Figure 1. Met2 routing (run 1).
The bar under the picture is 50 um long.
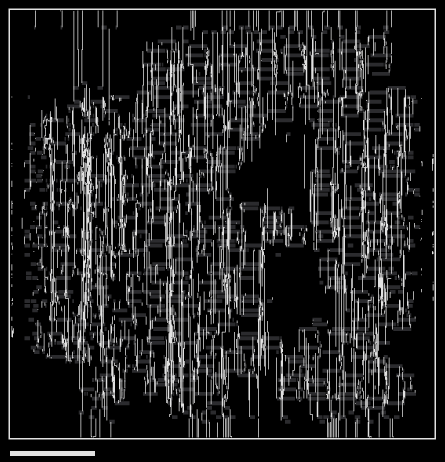
Figure 2. The metal 4 layer (run 1).
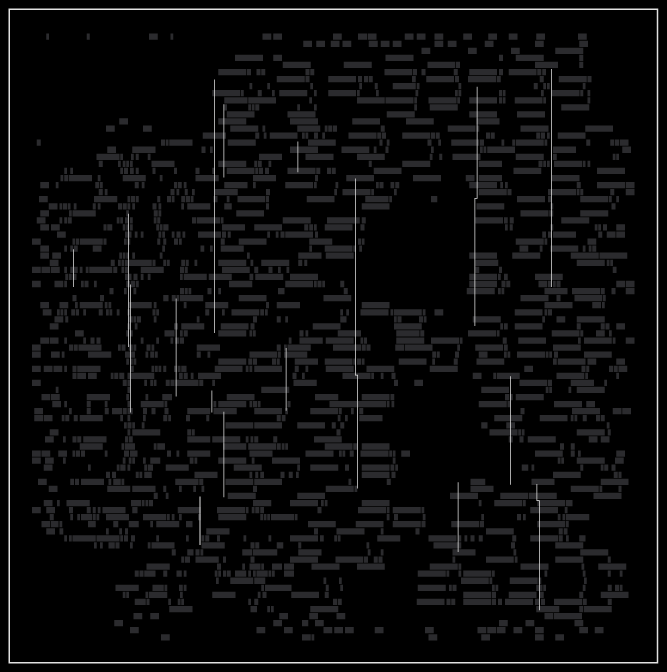
Figure 3. M1 wires (run 1).
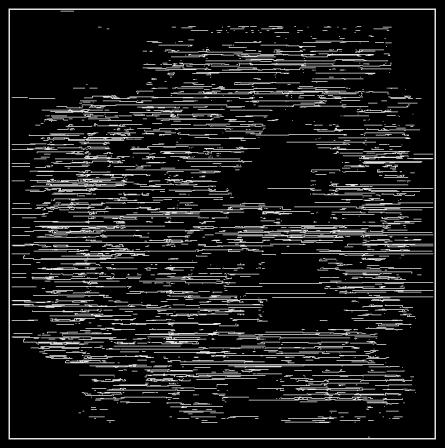
Figure 4. M3 wires (run 1).
The bar under the picture is 50 um long.
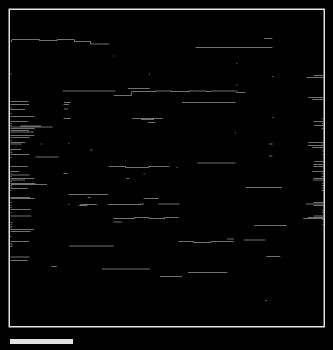
File: src/rtl/fetch_queue.sv
// fetch_queue: instruction prefetch buffer feeding the IF/ID register.
// Rev 1.0 - sequential fetch, DEPTH-entry {pc, instr} queue, redirect flush.
`default_nettype none

module fetch_queue #(
  parameter int          DEPTH    = 4,
  parameter logic [31:0] RESET_PC = 32'h0000_0000
) (
  input  logic                     clk,
  input  logic                     reset,
  output logic                     imem_req,
  output logic [31:0]              imem_addr,
  input  logic [31:0]              imem_rdata,
  input  logic                     redirect,
  input  logic [31:0]              redirect_pc,
  input  logic                     deq_ready,
  output logic                     deq_valid,
  output logic [31:0]              deq_pc,
  output logic [31:0]              deq_instr,
  output logic [$clog2(DEPTH):0]   count
);

  localparam int AW = $clog2(DEPTH);
  localparam int CW = AW + 1;

  // Word addresses only: the two byte-offset bits are implicitly zero.
  logic [31:2]   fetch_pc;
  logic [31:2]   inflight_pc;
  logic          inflight;
  logic [AW-1:0] head;
  logic [AW-1:0] tail;

  logic [31:2]   mem_pc    [DEPTH];
  logic [31:0]   mem_instr [DEPTH];

  logic [CW:0]   credit;
  logic          fire;
  logic          unused_bits;

  assign unused_bits = ^redirect_pc[1:0];

  // Credit counts the in-flight slot so the returning response always fits.
  assign credit    = {1'b0, count} + {{CW{1'b0}}, inflight};
  assign imem_req  = reset && !redirect && (credit < (CW+1)'(DEPTH));
  assign imem_addr = {fetch_pc, 2'b00};

  assign deq_valid = (count != '0) && !redirect;
  assign deq_pc    = (count != '0) ? {mem_pc[head], 2'b00} : 32'h0;
  assign deq_instr = (count != '0) ? mem_instr[head] : 32'h0;
  assign fire      = deq_valid && deq_ready;

  always_ff @(posedge clk or negedge reset) begin
    if (!reset) begin
      fetch_pc    <= RESET_PC[31:2];
      inflight_pc <= '0;
      inflight    <= 1'b0;
      head        <= '0;
      tail        <= '0;
      count       <= '0;
    end else if (redirect) begin
      fetch_pc    <= redirect_pc[31:2];
      inflight    <= 1'b0;
      head        <= '0;
      tail        <= '0;
      count       <= '0;
    end else begin
      if (inflight) begin
        tail <= tail + 1'b1;
      end
      if (fire) begin
        head <= head + 1'b1;
      end
      count    <= count + CW'(inflight) - CW'(fire);
      inflight <= imem_req;
      if (imem_req) begin
        inflight_pc <= fetch_pc;
        fetch_pc    <= fetch_pc + 1'b1;
      end
    end
  end

  // Storage needs no reset: entries are only visible while count is non-zero.
  always_ff @(posedge clk) begin
    if (inflight && !redirect) begin
      mem_pc[tail]    <= inflight_pc;
      mem_instr[tail] <= imem_rdata;
    end
  end

endmodule

`default_nettype wire

File: config.mk
export PLATFORM = sky130hd
export DESIGN_NAME = fetch_queue
export DESIGN_NICKNAME = d
export VERILOG_FILES = /design/src/rtl/fetch_queue.sv
export SDC_FILE = /design/constraint.sdc
export NUM_CORES = 1
export LEC_CHECK = 0
export ABC_AREA = 1
export ABC_CLOCK_PERIOD_IN_PS = 8700
export CAP_MARGIN = 10
export CORE_AREA = 8 8 241 243
export DETAILED_ROUTE_END_ITERATION = 8
export DIE_AREA = 0 0 249 251
export PLACE_DENSITY_LB_ADDON = 0.08
export SYNTH_ARGS = -nofsm -noshare
export SYNTH_HDL_FRONTEND = slang
export SYNTH_SLANG_ARGS = --single-unit
File: constraint.sdc
create_clock -name clk -period 8.7 [get_ports clk]
set_clock_uncertainty 0.2 [all_clocks]
set_input_delay 1.305 -clock clk [delete_from_list [all_inputs] [get_ports clk]]
set_output_delay 1.305 -clock clk [all_outputs]
set_load 0.05 [all_outputs]
==> run notes, run 1 <==
Notes from the flow run.

Synthesis:
- The run puts the simple-gate area share of the yosys netlist at 17.4%.
- The run puts the combined area of all synthesized cells at 13400 sq um.
- Sequential cells were found to cover 68.0% of the synthesized design area.
- The run gives the fraction of synthesized cell area in xor and xnor cells as 0.391%.
- In the synthesized netlist, the cells that appear most often are sky130_fd_sc_hd__nor2_1 (290), sky130_fd_sc_hd__edfxtp_1 (248), sky130_fd_sc_hd__nand2_1 (183).
- The run puts the yosys-reported design area after synthesis at 13400 sq um.

Layout:
- The run puts the layout cell share with drive strength beyond 1 at 6.52%.
- The run gives the final-layout fill cell count as 5609.
- The run puts the count of non-CTS buffers in the layout at 176.
- The run puts the antenna diode count at 0.
- The run gives the largest cell class by area as registers.

Floorplanning:
- The run puts the count of boundary I/O pins at 169.
- In this run the vertical extent of the chip is 251 um.
- The run gives the starting density of the core as 24.7%.
- The floorplan report lists the tap cell count as 704.
- According to the floorplan log, the row count is 86.

Clock tree:
- The run puts the number of levels in the clock H-tree at 2.
- The tree is rooted in a sky130_fd_sc_hd__clkbuf_16.
- The run puts the buffer count from post-CTS setup fixing at 0.
- In this run, post-CTS hold repair placed 0 buffers.

Job:
- The run gives the number of max-cap violations as 0.
- The run puts the total number of warnings across the stage logs at 31.

Setup path:
- The run gives the data arrival at the endpoint of the critical path as 4.22 ns.
- The worst setup path is captured at an output pin.
- The run puts the cell depth of the worst setup path at 5.

Routing:
- In the per-layer breakdown of the detailed-route log, met1 shows 19.4 mm.
- The run gives the post-detailed-route count of antenna-violating nets as 0.
- The run puts the average routed wire per standard cell at 18.5 um.

GRT:
- The run puts the maximum number of pins on one net before global-route repair at 88.
- Overall routing resource usage recorded by global route was 12.6%.

Power and ir drop:
- The flow reported a cell area power density of 335 nW/um^2.
- The run puts the leakage power of the design at 6.21 nW.

STA:
- The run puts the actual transition at the worst max-transition pin at 1.10 ns.
- The run gives the minimum clock period as 5.72 ns.
- The run puts the total negative setup slack at 0 ns.

Min path:
- The report gives the cell count of the worst hold path as 0.

Place:
- The run gives the port buffer count as 162.
- The run puts the worst setup timing slack at the placement stage at 3.03 ns.

Outcome:
- The run finished with clean final reports.
About Figure 1:
main direction	vertical
wire length on this layer	18100 um
longest straight run	107 um
final WL: 40.0 mm
global routing usage on met2: 19.9%
vias post-DR: 9296

About Figure 2:
nets with wire on the layer	10
main direction	vertical
share of all routed wire	2.0%
longest straight run	97.2 um

About Figure 3:
share of all routed wire	49%
nets with wire on the layer	1381

About Figure 4:
main direction	horizontal
share of all routed wire	4.3%
longest straight run	61.0 um

-- run 1: stage by stage --
step | cell area (sq um) | cells
6_report | 17000 | 2161
5_1_grt | 17000 | 2161
4_1_cts | 17000 | 2160
3_5_place_dp | 15700 | 2088
3_3_place_gp | 15700 | 2088
2_1_floorplan | 13500 | 1278
-- run 1: report_power, final --
part | leakage (nW) | internal (W) | total (W) | switching (W)
clock network | 0.601 | 0.000934 | 0.00157 | 0.000635
registers | 3.09 | 0.00182 | 0.00201 | 0.000182
logic | 2.52 | 0.000594 | 0.00210 | 0.00151
total | 6.21 | 0.00335 | 0.00568 | 0.00233
-- run 1: cells by family after synthesis --
family,Yosys count
flops,316
simple gates,573
compound gates,233
buf+inv,137
fa+ha+maj,9
other cells,1
xor+xnor,6
--- run 2 (diff from run 1) ---
--- a/config.mk
+++ b/config.mk
@@ -6,7 +6,7 @@
 export NUM_CORES = 1
 export LEC_CHECK = 0
 export ABC_AREA = 1
-export ABC_CLOCK_PERIOD_IN_PS = 8700
+export ABC_CLOCK_PERIOD_IN_PS = 5450
 export CAP_MARGIN = 10
 export CORE_AREA = 8 8 241 243
 export DETAILED_ROUTE_END_ITERATION = 8
==> constraint.sdc (replaced) <==
create_clock -name clk -period 5.45 [get_ports clk]
set_clock_uncertainty 0.2 [all_clocks]
set_input_delay 0.8175 -clock clk [delete_from_list [all_inputs] [get_ports clk]]
set_output_delay 0.8175 -clock clk [all_outputs]
set_load 0.05 [all_outputs]
==> run notes, run 2 <==
Notes from the flow run.

Job:
- Summing over the stages, the warning tally comes to 31.

Power and ir drop:
- The run gives the flip-flop and latch power as 0.00319 W.
- The run gives the group drawing the most power as combinational logic.
- The run puts the combinational share of power at 37.4%.
- The run puts the leakage power of the design at 6.26 nW.
- The run puts the power attributed to the clock group at 0.00248 W.
- The run puts the power density normalized to cell area at 531 nW/um^2.
- The run gives the share of total power in the clock network as 27.4%.
- The run gives the total net switching power as 0.00371 W.
- The run puts the internal cell power at 0.00535 W.
- The run gives the switching fraction of total power as 40.9%.
- Of the total power, registers draw 35.2%.

Outcome:
- The flow ran to the end, and the final reports show no timing, DRC or antenna violations.

Synthesis:
- In this run, the synthesized area fraction spent on xor and xnor cells is recorded as 0.391%.
- Summing the sequential cell areas from Yosys gives 68.0% of the chip area.
- Of the total synthesized cell area, the portion taken by AND, OR, NAND and NOR gates is 17.4%.
- The run puts the combined area of all synthesized cells at 13400 sq um.
- For reference, the top cells by count after synthesis are sky130_fd_sc_hd__nor2_1 (290), sky130_fd_sc_hd__edfxtp_1 (248), sky130_fd_sc_hd__nand2_1 (183).

Layout:
- The run puts the antenna diode count at 0.
- The run puts the layout cell share with drive strength beyond 1 at 7.18%.
- The run puts the final design instance area without fill at 17100 sq um.

Place:
- Per the placement log, port buffering inserted 162 buffers.
- OpenSTA, run right after detailed placement, puts the worst setup slack at 1.39 ns.
- The run puts the instance count after placement with tap cells included at 2098.

STA:
- The run gives the actual transition at the worst max-transition pin as 0.877 ns.
- The final layout reports a setup TNS of 0 ns.

Setup path:
- According to the timing report, the arrival time at the worst endpoint equals 3.49 ns.

Routing:
- The run gives the post-detailed-route count of antenna-violating nets as 0.
- The run gives the routed via count as 9212.
- The run puts the average routed wire per standard cell at 18.1 um.

Floorplanning:
- The run gives the row count as 86.
- The run gives the count of boundary I/O pins as 169.
- The run puts the floorplan die height at 251 um.

Clock tree:
- The run gives the cts-stage hold buffer count as 0.
- The run puts the number of levels in the clock H-tree at 2.
- The run puts the buffer count from post-CTS setup fixing at 0.
- Per the CTS log, the root buffer master is sky130_fd_sc_hd__clkbuf_16.

GRT:
- The run puts the maximum number of pins on one net before global-route repair at 88.
- The run gives the global routing usage summed across all routing layers as 12.5%.
-- run 2: cell counts after synthesis --
Identical to the previous run, type by type.
-- run 2: layout make-up --
type | count | area share, %
clock inverters | 15 | 0.601
inverters | 68 | 1.50
clock buffers | 54 | 6.53
multi-input cells | 825 | 21.8
well taps | 704 | 5.16
repair buffers | 185 | 10.8
flip-flops and latches | 316 | 53.6
-- run 2: worst max-delay path by stage --
stage	endpoint	cells after the start	slack (ns)
5_1_grt	deq_instr[25]	5	0.65
2_1_floorplan	mem_instr[0][0]	5	0.83
6_report	deq_pc[13]	5	0.94
3_5_place_dp	deq_pc[8]	5	1.39
3_3_place_gp	deq_pc[8]	5	1.42
4_1_cts	deq_pc[8]	5	0.77
Figure 5. M1 wires (run 2).
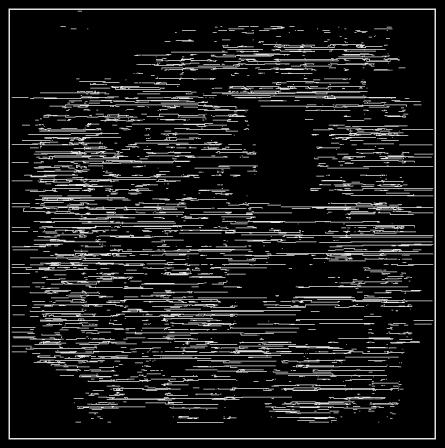
wire length on this layer	18800 um
longest straight run	76.4 um

Figure 6. Congestion heat map (run 2).
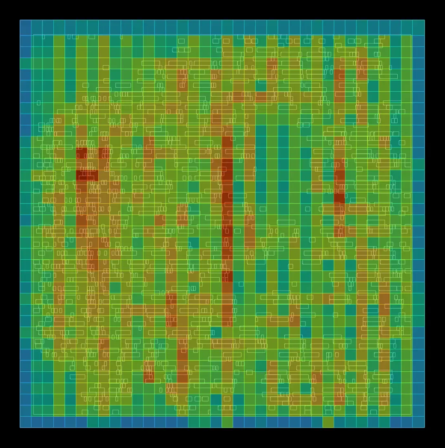
met1 usage in global routing: 17.0%
final core occ: 31.4%

--- run 3 (diff from run 2) ---
--- a/config.mk
+++ b/config.mk
@@ -6,7 +6,7 @@
 export NUM_CORES = 1
 export LEC_CHECK = 0
 export ABC_AREA = 1
-export ABC_CLOCK_PERIOD_IN_PS = 5450
+export ABC_CLOCK_PERIOD_IN_PS = 4500
 export CAP_MARGIN = 10
 export CORE_AREA = 8 8 241 243
 export DETAILED_ROUTE_END_ITERATION = 8
==> constraint.sdc (replaced) <==
create_clock -name clk -period 4.5 [get_ports clk]
set_clock_uncertainty 0.2 [all_clocks]
set_input_delay 0.675 -clock clk [delete_from_list [all_inputs] [get_ports clk]]
set_output_delay 0.675 -clock clk [all_outputs]
set_load 0.05 [all_outputs]
==> run notes, run 3 <==
Notes from the flow run.

Layout:
- The run puts the final-layout fill cell count at 5576.
- The run puts the antenna diode count at 0.
- The run puts the final design instance area without fill at 17100 sq um.
- The run puts the number of non-filler instances in the completed layout at 2166.

Floorplanning:
- The run gives the starting density of the core as 24.7%.
- The run gives the row count as 86.
- During I/O placement, the number of pins put on the boundary was 169.

Clock tree:
- The run gives the number of levels in the clock H-tree as 2.
- The run gives the buffer count from post-CTS setup fixing as 0.
- The number of hold buffers added after CTS was 1.
- The root buffer cell chosen for the clock tree is sky130_fd_sc_hd__clkbuf_16.

GRT:
- The run gives the met1 usage in global routing as 16.6%.
- The run puts the maximum number of pins on one net before global-route repair at 128.

Setup path:
- The worst setup path is captured at an output pin.
- Per the OpenROAD timing report, the critical path contains 6 cells.
- The worst setup path is of the reg2out kind.
- The run gives the worst endpoint required time as 3.62 ns.
- The run gives the data arrival at the endpoint of the critical path as 3.18 ns.

Routing:
- Per the post-route antenna check, the number of violating nets is 0.
- The run puts the initial DRC count at 505.
- The run puts the routed metal-1 wire length at 18.8 mm.
- Detailed routing inserted a total of 9277 vias.
- The run puts the mean number of vias per cell at 4.28.
- The run gives the total wirelength of the detailed-routed design as 39.9 mm.

Synthesis:
- The run gives the fraction of synthesized cell area in xor and xnor cells as 0.391%.
- The run gives the yosys-reported design area after synthesis as 13400 sq um.
- The run gives the combined area of all synthesized cells as 13400 sq um.
- In the synthesized netlist, the cells that appear most often are sky130_fd_sc_hd__nor2_1 (290), sky130_fd_sc_hd__edfxtp_1 (248), sky130_fd_sc_hd__nand2_1 (183).
- Of the total synthesized cell area, the portion taken by AND, OR, NAND and NOR gates is 17.4%.
- The run gives the share of the yosys chip area belonging to registers as 68.0%.

STA:
- The final timing report derives a shortest allowable period of 4.05 ns.
- For the pin with the worst max-slew slack, the measured transition is 0.871 ns.
- The run gives the total negative setup slack as 0 ns.

Place:
- The run puts the instance count after placement with tap cells included at 2097.
- The run puts the post-place instance area at 15900 sq um.
- The pre-CTS setup check shows a worst slack of 0.934 ns.
- The buffer_ports step reported a buffer count of 162.

Power and ir drop:
- Per the OpenROAD power report, leakage power amounts to 6.34 nW.

Outcome:
- The run finished with clean final reports.

Job:
- The number of maximum-capacitance violations recorded for the run is 0.
- The run gives the total number of warnings across the stage logs as 33.

Min path:
- The worst hold path passes through 0 cells.
-- run 3: cell count changes in the layout (fill, tap and decap cells not counted), moves of 2 or more --
cell	change
sky130_fd_sc_hd__buf_4	+18
sky130_fd_sc_hd__clkdlybuf4s50_1	-25
sky130_fd_sc_hd__buf_12	+6
sky130_fd_sc_hd__inv_6	-2
-- run 3: final cells by class --
type                       instances  share of cell area [%]
clock buffer                      54                    6.64
clock inverter                    14                   0.658
sequential                       316                    53.5
tap                              704                    5.15
inverter                          68                    1.50
timing repair buffer             185                    10.8
multi-input combinational        825                    21.8
-- run 3: power breakdown --
part           switching [W]  internal [W]  leakage (nW)  total [W]
Combinational        0.00299       0.00118          2.64    0.00417
Clock                0.00118       0.00187         0.608    0.00305
Sequential          0.000316       0.00353          3.09    0.00384
Total                0.00449       0.00658          6.34     0.0111
Figure 7. Met2 routing (run 3).
The bar under the picture is 50 um long.
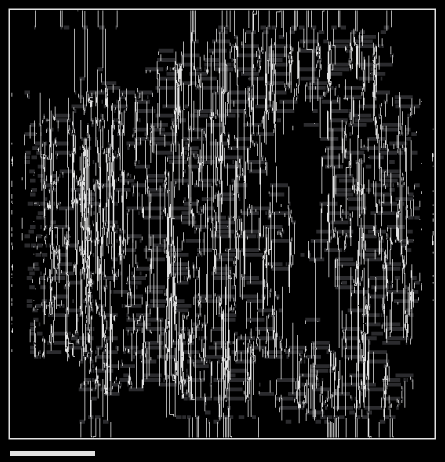
nets with wire on the layer	1043
wire length on this layer	18600 um

Figure 8. Congestion heat map (run 3).
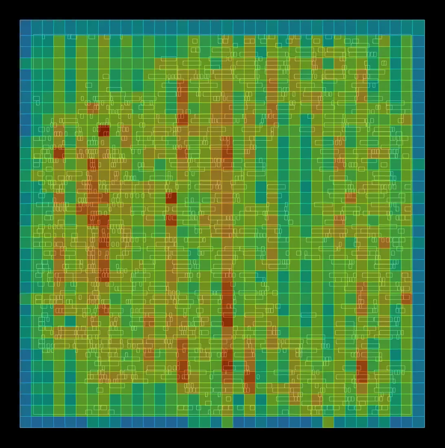
global-route track usage on met3: 3.32%
GR Util All Layers: 12.7%
final core occ: 31.5%
global routing usage on met2: 21.0%

No activity file was given, so power comes from the tool's default toggle rates.
